[config.mk]
export PLATFORM = sky130hd
export DESIGN_NAME = tdm_demux1x8_flat
export DESIGN_NICKNAME = d
export VERILOG_FILES = /design/src/rtl/tdm_demux1x8_if.sv /design/src/rtl/tdm_demux1x8.sv /design/src/flat_wrapper.sv
export SDC_FILE = /design/constraint.sdc
export NUM_CORES = 1
export LEC_CHECK = 0
export CORE_ASPECT_RATIO = 0.75
export CORE_MARGIN = 2
export CORE_UTILIZATION = 50
export DETAILED_ROUTE_END_ITERATION = 7
export PLACE_DENSITY = 0.84
export SYNTH_ARGS = -nofsm -noshare
export SYNTH_HDL_FRONTEND = slang
export SYNTH_SLANG_ARGS = --single-unit
[constraint.sdc]
create_clock -name clk -period 2 [get_ports clk]
set_input_delay 0.3 -clock clk [delete_from_list [all_inputs] [get_ports clk]]
set_output_delay 0.3 -clock clk [all_outputs]
set_load 0.03 [all_outputs]
[src/rtl/tdm_demux1x8_if.sv]
// Signal bundle for tdm_demux1x8. Defining TDM_DEMUX_PARITY_EN widens slot to 4 bits and adds par_err.
interface tdm_demux1x8_if;
`ifdef TDM_DEMUX_PARITY_EN
    localparam int SLOT_W = 4;
`else
    localparam int SLOT_W = 3;
`endif

    // din_valid qualifies din and frame_sync on a rising clk edge; there is no
    // backpressure, so every cycle with din_valid=1 consumes one bit.
    logic              din;
    logic              din_valid;
    logic              frame_sync;
    logic [7:0]        out;
    logic              out_valid;
    logic [SLOT_W-1:0] slot;
    logic              locked;
    logic              sync_err;

`ifdef TDM_DEMUX_PARITY_EN
    logic              par_err;

    modport master (
        output din, din_valid, frame_sync,
        input  out, out_valid, slot, locked, sync_err, par_err
    );
    modport slave (
        input  din, din_valid, frame_sync,
        output out, out_valid, slot, locked, sync_err, par_err
    );
`else
    modport master (
        output din, din_valid, frame_sync,
        input  out, out_valid, slot, locked, sync_err
    );
    modport slave (
        input  din, din_valid, frame_sync,
        output out, out_valid, slot, locked, sync_err
    );
`endif
endinterface

[src/rtl/tdm_demux1x8.sv]
// Serial TDM to 8-bit parallel demux with frame_sync alignment (HUNT/LOCKED FSM).
// TDM_DEMUX_PARITY_EN adds a ninth even-parity slot that gates the output update.
module tdm_demux1x8 (
    input  logic          clk,
    input  logic          rst_n,
    tdm_demux1x8_if.slave bus
);
`ifdef TDM_DEMUX_PARITY_EN
    localparam int SLOT_W = 4;
    localparam logic [SLOT_W-1:0] LAST_SLOT = SLOT_W'(8);
`else
    localparam int SLOT_W = 3;
    localparam logic [SLOT_W-1:0] LAST_SLOT = SLOT_W'(7);
`endif
    localparam logic [SLOT_W-1:0] SLOT_ONE = SLOT_W'(1);

    typedef enum logic {
        HUNT   = 1'b0,
        LOCKED = 1'b1
    } state_e;

    state_e            state_q, state_d;
    logic [SLOT_W-1:0] slot_q, slot_d;
    logic [7:0]        shadow_q, shadow_d;
    logic [7:0]        out_q, out_d;
    logic              out_valid_q, out_valid_d;
    logic              sync_err_q, sync_err_d;
`ifdef TDM_DEMUX_PARITY_EN
    logic              par_err_q, par_err_d;
`endif

    always_comb begin
        state_d     = state_q;
        slot_d      = slot_q;
        shadow_d    = shadow_q;
        out_d       = out_q;
        out_valid_d = 1'b0;
        sync_err_d  = 1'b0;
`ifdef TDM_DEMUX_PARITY_EN
        par_err_d   = 1'b0;
`endif
        if (bus.din_valid) begin
            case (state_q)
                HUNT: begin
                    if (bus.frame_sync) begin
                        state_d  = LOCKED;
                        shadow_d = {7'd0, bus.din};
                        slot_d   = SLOT_ONE;
                    end
                end
                LOCKED: begin
                    // A misplaced sync restarts the frame; the partial frame is dropped.
                    if (bus.frame_sync && slot_q != '0) begin
                        shadow_d   = {7'd0, bus.din};
                        slot_d     = SLOT_ONE;
                        sync_err_d = 1'b1;
                    end else if (slot_q == LAST_SLOT) begin
                        slot_d = '0;
`ifdef TDM_DEMUX_PARITY_EN
                        if (bus.din == ^shadow_q) begin
                            out_d       = shadow_q;
                            out_valid_d = 1'b1;
                        end else begin
                            par_err_d   = 1'b1;
                        end
`else
                        shadow_d[7] = bus.din;
                        out_d       = {bus.din, shadow_q[6:0]};
                        out_valid_d = 1'b1;
`endif
                    end else begin
                        shadow_d[slot_q[2:0]] = bus.din;
                        slot_d                = slot_q + SLOT_ONE;
                    end
                end
                default: state_d = HUNT;
            endcase
        end
    end

    always_ff @(posedge clk or negedge rst_n) begin
        if (!rst_n) begin
            state_q     <= HUNT;
            slot_q      <= '0;
            shadow_q    <= 8'h00;
            out_q       <= 8'h00;
            out_valid_q <= 1'b0;
            sync_err_q  <= 1'b0;
`ifdef TDM_DEMUX_PARITY_EN
            par_err_q   <= 1'b0;
`endif
        end else begin
            state_q     <= state_d;
            slot_q      <= slot_d;
            shadow_q    <= shadow_d;
            out_q       <= out_d;
            out_valid_q <= out_valid_d;
            sync_err_q  <= sync_err_d;
`ifdef TDM_DEMUX_PARITY_EN
            par_err_q   <= par_err_d;
`endif
        end
    end

    assign bus.out       = out_q;
    assign bus.out_valid = out_valid_q;
    assign bus.slot      = slot_q;
    assign bus.locked    = (state_q == LOCKED);
    assign bus.sync_err  = sync_err_q;
`ifdef TDM_DEMUX_PARITY_EN
    assign bus.par_err   = par_err_q;
`endif
endmodule

[src/flat_wrapper.sv]
// flat-port wrapper written by rule: the top's interface ports become plain ports
module tdm_demux1x8_flat 
  (clk, rst_n, bus_din, bus_din_valid, bus_frame_sync, bus_out, bus_out_valid, bus_slot, bus_locked, bus_sync_err);
  tdm_demux1x8_if bus_i ();
  input  logic clk;
  input  logic rst_n;
  input wire logic [$bits(bus_i.din)-1:0] bus_din;
  input wire logic [$bits(bus_i.din_valid)-1:0] bus_din_valid;
  input wire logic [$bits(bus_i.frame_sync)-1:0] bus_frame_sync;
  output wire logic [$bits(bus_i.out)-1:0] bus_out;
  output wire logic [$bits(bus_i.out_valid)-1:0] bus_out_valid;
  output wire logic [$bits(bus_i.slot)-1:0] bus_slot;
  output wire logic [$bits(bus_i.locked)-1:0] bus_locked;
  output wire logic [$bits(bus_i.sync_err)-1:0] bus_sync_err;
  assign bus_i.din = bus_din;
  assign bus_i.din_valid = bus_din_valid;
  assign bus_i.frame_sync = bus_frame_sync;
  assign bus_out = bus_i.out;
  assign bus_out_valid = bus_i.out_valid;
  assign bus_slot = bus_i.slot;
  assign bus_locked = bus_i.locked;
  assign bus_sync_err = bus_i.sync_err;
  tdm_demux1x8 u_core (.clk(clk), .rst_n(rst_n), .bus(bus_i));
endmodule
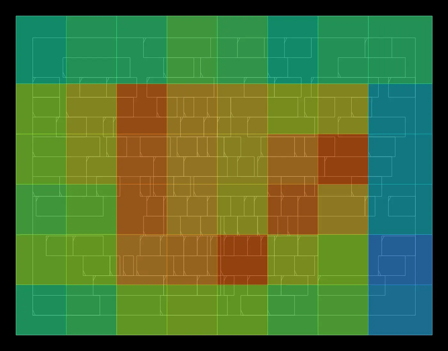
Run 1: congestion heat map
GRT met1 Usage: 0.273
busiest metal layer after global routing: met2
M2 GR Usage: 0.338
WL/cell: 16.4 µm
met3 global-route usage: 0.0627

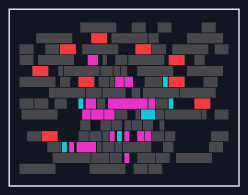
Run 1: gate-type map
Drawn at 4 px/µm.
- cyan: nor cells (cells 6; most used nor2_1)
- magenta: nand cells (cells 16; most used nand2_1)
- red: mux cells (cells 9; most used mux2_2)

==> deck_impl_summary.md, run 1 <==
Key Metrics from the Run

Run status
  • Status: completed

CTS
  • Deepest clock path buffer count: 2
  • Clk_lat worst skew: 0.31 ns
  • Hold_buf cts: 0
  • CTS root buf: clkbuf_4
  • Resized cells post-CTS: 0

Finish
  • Seq_cells: 21
  • Clk tree area frac: 0.0198
  • Largest class: flip-flops and latches
  • Area delta synth->final: 25.5%
  • Post-layout util: 0.664
  • Layout cell share with drive strength beyond 1: 0.230
  • Clk_buf instances: 4
  • Flop share of the area: 0.398
  • Most frequent cells in the layout: dfrtp_1 (20), clkdlybuf4s50_1 (17), mux2_2 (9)
  • Bufs w/o clock: 24
  • Fin nets: 122
  • Inverters: 6

Detailed routing
  • Wire length on met2: 1.09 mm
  • DRC violations left: 0
  • DRT Pass-1 Iters: 6
  • Vias: between 700 and 800
  • Initial drt markers: 33
  • Wl on met1: 1.03 mm
  • Vias per cell: ~5.8

Worst setup path
  • CP max stage delay: 0.49 ns
  • CP max FO: 11
  • CP Launch Point: u_core.bus.slot[0]
  • RR Endpoint: u_core.shadow_q[0]
  • CP max stage cell: dfrtp_2
  • R2r setup slk: 0.10 ns
  • Worst r2r path cells: 5
  • CP arrival: 2.09 ns
  • CP Class: flip-flop to flip-flop
  • Worst R2R Start: u_core.bus.slot[0]
  • Startpoint Class: flip-flop
  • Worst path required time: about 2.2 ns
  • Critical path endpoint: u_core.shadow_q[0]
  • Levels on crit path: 5

Timing
  • Slew @ Worst Pin: 0.466 ns
  • RSZ-0062 raised after global routing: no
  • Fin. max-slew vios: 0
  • Hold Violations, Final: 0
  • Final worst setup slack: 0.102 ns
  • Setup TNS: 0 ns
  • Finish-stage setup viols: 0
  • Crit path time final: 1.90 ns
  • Worst Skew: 0.00867 ns
  • Slew margin rel.: 0.689
  • Cycle use final: 0.949

Global route
  • First-pass GRT wire length: 3.77 mm
  • Vias in the first global route: 821
  • Total GRT Usage: 0.206
  • Initial antenna violation count: 0

Die
  • Total core area: 2000 µm²
  • Tapcells: 24
  • # rows: 14
  • Die area: about 2500 µm²
  • I/O pin count: 19
  • Floorplan Utilization: 0.529
  • Die Y: 43.8 µm

Synthesis
  • Most frequent cell after synthesis: dfrtp_1
  • Count of library flops with an enable pin: 0
  • Synth async-reset ratio: 1.00
  • Yosys top cell by area: dfrtp_1
  • Synth cell types: 34
  • Top cells by area: dfrtp_1 (50%), mux2_2 (9.6%), ha_1 (3.6%)
  • MUX area fraction: 0.0960
  • Post-synth top cells: dfrtp_1 (21), mux2_2 (9), inv_1 (6), nor2_1 (5)
  • Synthesized area: 1060 µm²

Power and ir drop
  • Power Sequential: 0.000630 W
  • Pleak: 0.587 nW
  • Comb pwr share: 0.484
  • Top pwr grp: combinational cells
  • Clock net power: 0.000203 W
  • Pwr per Cell Area: 1220 nW/µm²

Place
  • I/O Buffers: 18
  • Cell Count Post-Placement: around 130
  • Dpl ws: 0.0654 ns

Worst hold path
  • HP Class: input pin to async pin

Run
  • Tool warnings: 27
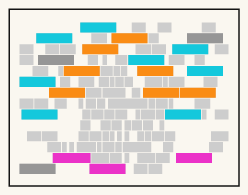
Run 1: register map, names as in the netlist
Drawn at 4 px/µm. Other sequential cells in the stronger grey, the rest of the logic in the fainter grey.
- cyan: `u_core.bus.out` (sequential cells 8)
- magenta: `u_core.bus.slot` (sequential cells 3)
- orange: `u_core.shadow_q` (sequential cells 7)
- not coloured: 3

Run 1, close-up of the layout:
Region (16, 1) to (41, 26) µm. Cells in grey, sequential cells in the stronger grey; small squares are vias.
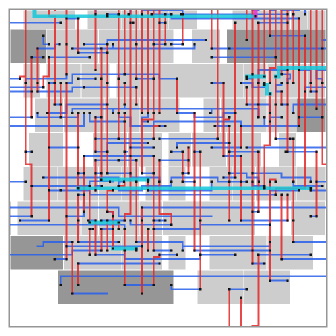

==> run 1 -> run 2 <==
--- a/config.mk
+++ b/config.mk
@@ -10,6 +10,7 @@
 export CORE_UTILIZATION = 50
 export DETAILED_ROUTE_END_ITERATION = 7
 export PLACE_DENSITY = 0.84
+export SETUP_SLACK_MARGIN = 0.1
 export SYNTH_ARGS = -nofsm -noshare
 export SYNTH_HDL_FRONTEND = slang
 export SYNTH_SLANG_ARGS = --single-unit
==> constraint.sdc (replaced) <==
create_clock -name clk -period 2 [get_ports clk]
set_input_delay 0.3 -clock clk [delete_from_list [all_inputs] [get_ports clk]]
set_output_delay 0.3 -clock clk [all_outputs]
set_load 0.005 [all_outputs]
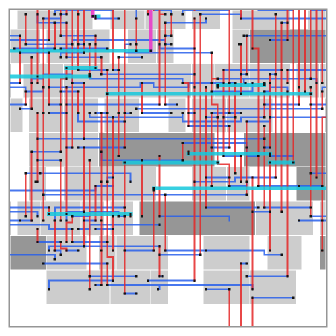
Run 2: close-up of the layout
Region (16, 1) to (41, 26) µm. Cells in grey, sequential cells in the stronger grey; small squares are vias.
- blue: M1
- cyan: M3
- magenta: M4
- red: M2
- sequential cells in the window: 4
- cells with their middle in the window: 47
- netlist names of flops here include: `u_core.bus.slot` (2)
- most frequent: dfrtp_1 (4)

==> deck_impl_summary.md, run 2 <==
Key Metrics from the Run

Finish
  • Bufs w/o clock: 26 (was 24)
  • Flop share of the area: 0.391 (was 0.398)
  • Area delta synth->final: 27.3% (was 25.5%)
  • Clk_buf instances: 3 (was 4)
  • Largest class: flip-flops and latches (unchanged)
  • Clk tree area frac: 0.0205 (was 0.0198)
  • Most frequent cells in the layout: dfrtp_1 (21), clkdlybuf4s50_1 (18), mux2_2 (9) (was dfrtp_1 (20), clkdlybuf4s50_1 (17), mux2_2 (9))

Worst setup path
  • Levels on crit path: 7 (was 5)
  • Worst path required time: 2.21 ns (was 2.20 ns)
  • Worst r2r path cells: 7 (was 5)
  • CP max FO: 10 (was 11)
  • Critical path endpoint: u_core.bus.out[5] (was u_core.shadow_q[0])
  • CP arrival: 2.07 ns (was 2.09 ns)
  • R2r setup slk: 0.14 ns (was 0.10 ns)
  • Startpoint Class: flip-flop (unchanged)

Timing
  • Slew @ Worst Pin: 0.401 ns (was 0.466 ns)
  • RSZ-0062 raised after global routing: yes (was no)
  • Fin. max-slew vios: 0 (unchanged)
  • Setup TNS: 0 ns (unchanged)
  • Cycle use final: 0.929 (was 0.949)
  • Final worst setup slack: 0.143 ns (was 0.102 ns)
  • Finish-stage setup viols: 0 (unchanged)

Synthesis
  • Post-synth top cells: dfrtp_1 (21), mux2_2 (9), inv_1 (6), nor2_1 (5) (unchanged)
  • Yosys top cell by area: dfrtp_1 (unchanged)
  • MUX area fraction: 0.0960 (unchanged)
  • Most frequent cell after synthesis: dfrtp_1 (unchanged)
  • Count of library flops with an enable pin: 0 (unchanged)
  • Synth cell types: 34 (unchanged)
  • Synthesized area: 1060 µm² (unchanged)

CTS
  • Deepest clock path buffer count: 2 (unchanged)
  • Hold_buf cts: 0 (unchanged)
  • Clk_lat worst skew: 0.31 ns (about the same)
  • Resized cells post-CTS: 1 (was 0)

Global route
  • Vias in the first global route: 839 (was 821)
  • Met3 global-route usage: 0.0716 (was 0.0627)
  • Total GRT Usage: 0.210 (was 0.206)
  • M2 GR Usage: 0.356 (was 0.338)
  • Busiest metal layer after global routing: met2 (unchanged)
  • First-pass GRT wire length: 3.88 mm (was 3.77 mm)
  • GRT met1 Usage: 0.266 (was 0.273)

Power and ir drop
  • Comb pwr share: 0.468 (was 0.484)
  • Pwr per Cell Area: 1120 nW/µm² (was 1220 nW/µm²)
  • Top pwr grp: combinational cells (unchanged)

Place
  • I/O Buffers: 18 (unchanged)
  • Cell Count Post-Placement: 134 (was 133)
  • Dpl ws: 0.0974 ns (was 0.0654 ns)

Detailed routing
  • WL/cell: 16.8 µm (was 16.4 µm)
  • Vias per cell: 6.15 (was 5.77)
  • Initial drt markers: 29 (was 33)
  • Wire length on met2: 1.16 mm (was 1.09 mm)
  • Vias: 855 (was 791)

Die
  • Tapcells: 24 (unchanged)
  • I/O pin count: 19 (unchanged)
  • Floorplan Utilization: 0.529 (unchanged)
  • Die area: 2500 µm² (unchanged)

Worst hold path
  • HP Class: input pin to async pin (unchanged)

Run status
  • Status: completed (unchanged)

Run
  • Tool warnings: 28 (was 27)
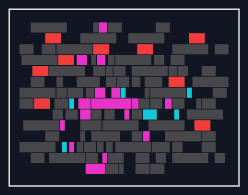
Run 2: gate-type map
Drawn at 4 px/µm.
- red: mux cells (cells 9; most used mux2_2)
- cyan: nor cells (cells 6; most used nor2_1)
- magenta: nand cells (cells 16; most used nand2_1)

==> run 2 -> run 3 <==
--- a/config.mk
+++ b/config.mk
@@ -9,6 +9,7 @@
 export CORE_MARGIN = 2
 export CORE_UTILIZATION = 50
 export DETAILED_ROUTE_END_ITERATION = 7
+export GPL_ROUTABILITY_DRIVEN = 0
 export PLACE_DENSITY = 0.84
 export SETUP_SLACK_MARGIN = 0.1
 export SYNTH_ARGS = -nofsm -noshare
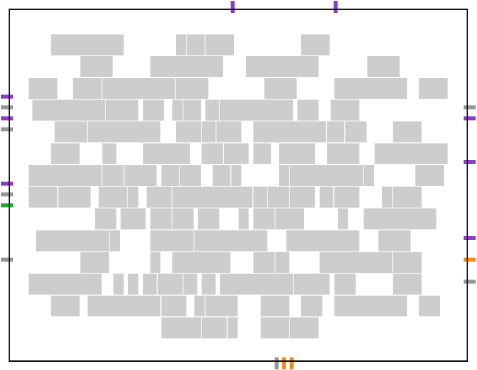
Run 3: ports around the boundary
Drawn at 8 px/µm. Pins as bars across the die edge, other pins in grey.
- purple: `bus_out` (pins 8; direction output; edge 3 left, 3 right, 2 top)
- orange: `bus_slot` (pins 3; direction output; edge 2 bottom, 1 right)
- green: `bus_locked` (pins 1; direction output; edge left)
I/O Buffers: 18
DIE WIDTH: 57.1 µm
Die Y: 43.8 µm

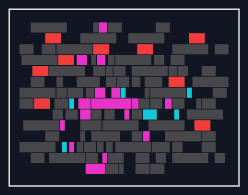
Run 3: gate-type map
Drawn at 4 px/µm.
- magenta: nand cells (cells 16; most used nand2_1)
- cyan: nor cells (cells 6; most used nor2_1)
- red: mux cells (cells 9; most used mux2_2)
combinational share of cell area: 0.368
non-filler instance count after layout: 139
dominant logic cell type in the layout: dfrtp_1

==> deck_impl_summary.md, run 3 <==
Key Metrics from the Run

Synthesis
  • Post-synth top cells: dfrtp_1 (21), mux2_2 (9), inv_1 (6), nor2_1 (5) (unchanged)
  • Max-area cell share: 0.498 (unchanged)
  • Synth async-reset ratio: 1.00 (unchanged)
  • Synth cell types: 34 (unchanged)
  • Most frequent cell after synthesis: dfrtp_1 (unchanged)
  • Yosys top cell by area: dfrtp_1 (unchanged)
  • MUX area fraction: 0.0960 (unchanged)
  • Top cells by area: dfrtp_1 (50%), mux2_2 (9.6%), ha_1 (3.6%) (unchanged)
  • Synthesized area: 1060 µm² (unchanged)

Detailed routing
  • Wl on met1: 966 µm (unchanged)
  • DRC violations left: 0 (unchanged)
  • Vias per cell: 6.15 (unchanged)
  • WL/cell: 16.8 µm (unchanged)
  • Initial drt markers: 29 (unchanged)
  • DR WL met3: 188 µm (unchanged)
  • Vias: 855 (unchanged)
  • Wire length on met2: 1.16 mm (unchanged)
  • DRT Pass-1 Iters: 4 (unchanged)

Worst setup path
  • CP endpoint kind: flip-flop (unchanged)
  • CP Class: flip-flop to flip-flop (unchanged)
  • Startpoint Class: flip-flop (unchanged)
  • CP max FO: 10 (unchanged)
  • Levels on crit path: 7 (unchanged)
  • Worst R2R Start: u_core.bus.slot[1] (unchanged)
  • RR Endpoint: u_core.bus.out[5] (unchanged)
  • CP Launch Point: u_core.bus.slot[1] (unchanged)
  • CP max stage delay: 0.42 ns (about the same)
  • Worst path required time: 2.21 ns (about the same)
  • R2r setup slk: 0.14 ns (about the same)
  • Worst r2r path cells: 7 (unchanged)

Die
  • Total core area: 2000 µm² (unchanged)
  • Die area: 2500 µm² (unchanged)
  • Tapcells: 24 (unchanged)
  • Floorplan Utilization: 0.529 (unchanged)
  • # rows: 14 (unchanged)
  • I/O pin count: 19 (unchanged)

Finish
  • Largest class: flip-flops and latches (unchanged)
  • Bufs w/o clock: 26 (unchanged)
  • Max reg flops: 8 (unchanged)
  • Design Area, Final: 1340 µm² (unchanged)
  • Most frequent cells in the layout: dfrtp_1 (21), clkdlybuf4s50_1 (18), mux2_2 (9) (unchanged)
  • Seq_cells: 21 (unchanged)
  • Clk tree area frac: 0.0205 (unchanged)
  • Flop share of the area: 0.391 (unchanged)
  • Clk_buf instances: 3 (unchanged)
  • Area delta synth->final: 27.3% (unchanged)
  • Layout cell share with drive strength beyond 1: 0.252 (unchanged)
  • Register area: 526 µm² (unchanged)
  • Inverters: 6 (unchanged)
  • Fillers: 175 (unchanged)
  • Fin nets: 124 (unchanged)

CTS
  • Clk_lat worst skew: 0.31 ns (about the same)
  • CTS root buf: clkbuf_4 (unchanged)
  • Deepest clock path buffer count: 2 (unchanged)
  • Htree depth: 1 (unchanged)
  • Resized cells post-CTS: 1 (unchanged)
  • Hold_buf cts: 0 (unchanged)

Timing
  • Slew @ Worst Pin: 0.401 ns (unchanged)
  • Final worst setup slack: 0.143 ns (unchanged)
  • RSZ-0062 raised after global routing: yes (unchanged)
  • Hold Violations, Final: 0 (unchanged)
  • Cycle use final: 0.929 (unchanged)
  • Slew margin rel.: 0.731 (unchanged)
  • Fin. max-slew vios: 0 (unchanged)
  • Finish-stage setup viols: 0 (unchanged)
  • Setup TNS: 0 ns (unchanged)
  • Worst Skew: 0.0136 ns (unchanged)
  • Crit path time final: 1.86 ns (unchanged)

Place
  • Dpl ws: 0.0974 ns (unchanged)
  • Dpl hpwl: 1.67 mm (unchanged)
  • Cell Count Post-Placement: 134 (unchanged)

Global route
  • Vias in the first global route: 839 (unchanged)
  • M2 GR Usage: 0.356 (unchanged)
  • Met3 global-route usage: 0.0716 (unchanged)
  • Total GRT Usage: 0.210 (unchanged)
  • GRT met1 Usage: 0.266 (unchanged)
  • Busiest metal layer after global routing: met2 (unchanged)
  • First-pass GRT wire length: 3.88 mm (unchanged)

Power and ir drop
  • Comb pwr share: 0.468 (about the same)
  • Top pwr grp: combinational cells (unchanged)
  • Clock net power: 0.000204 W (about the same)
  • Pwr per Cell Area: 1120 nW/µm² (unchanged)
  • Power Sequential: 0.000597 W (about the same)
  • Pleak: 0.585 nW (unchanged)

Run
  • Tool warnings: 28 (unchanged)

Worst hold path
  • HP Class: input pin to async pin (unchanged)

Run status
  • Status: completed (unchanged)
Power is estimated from default activity; no workload was simulated.
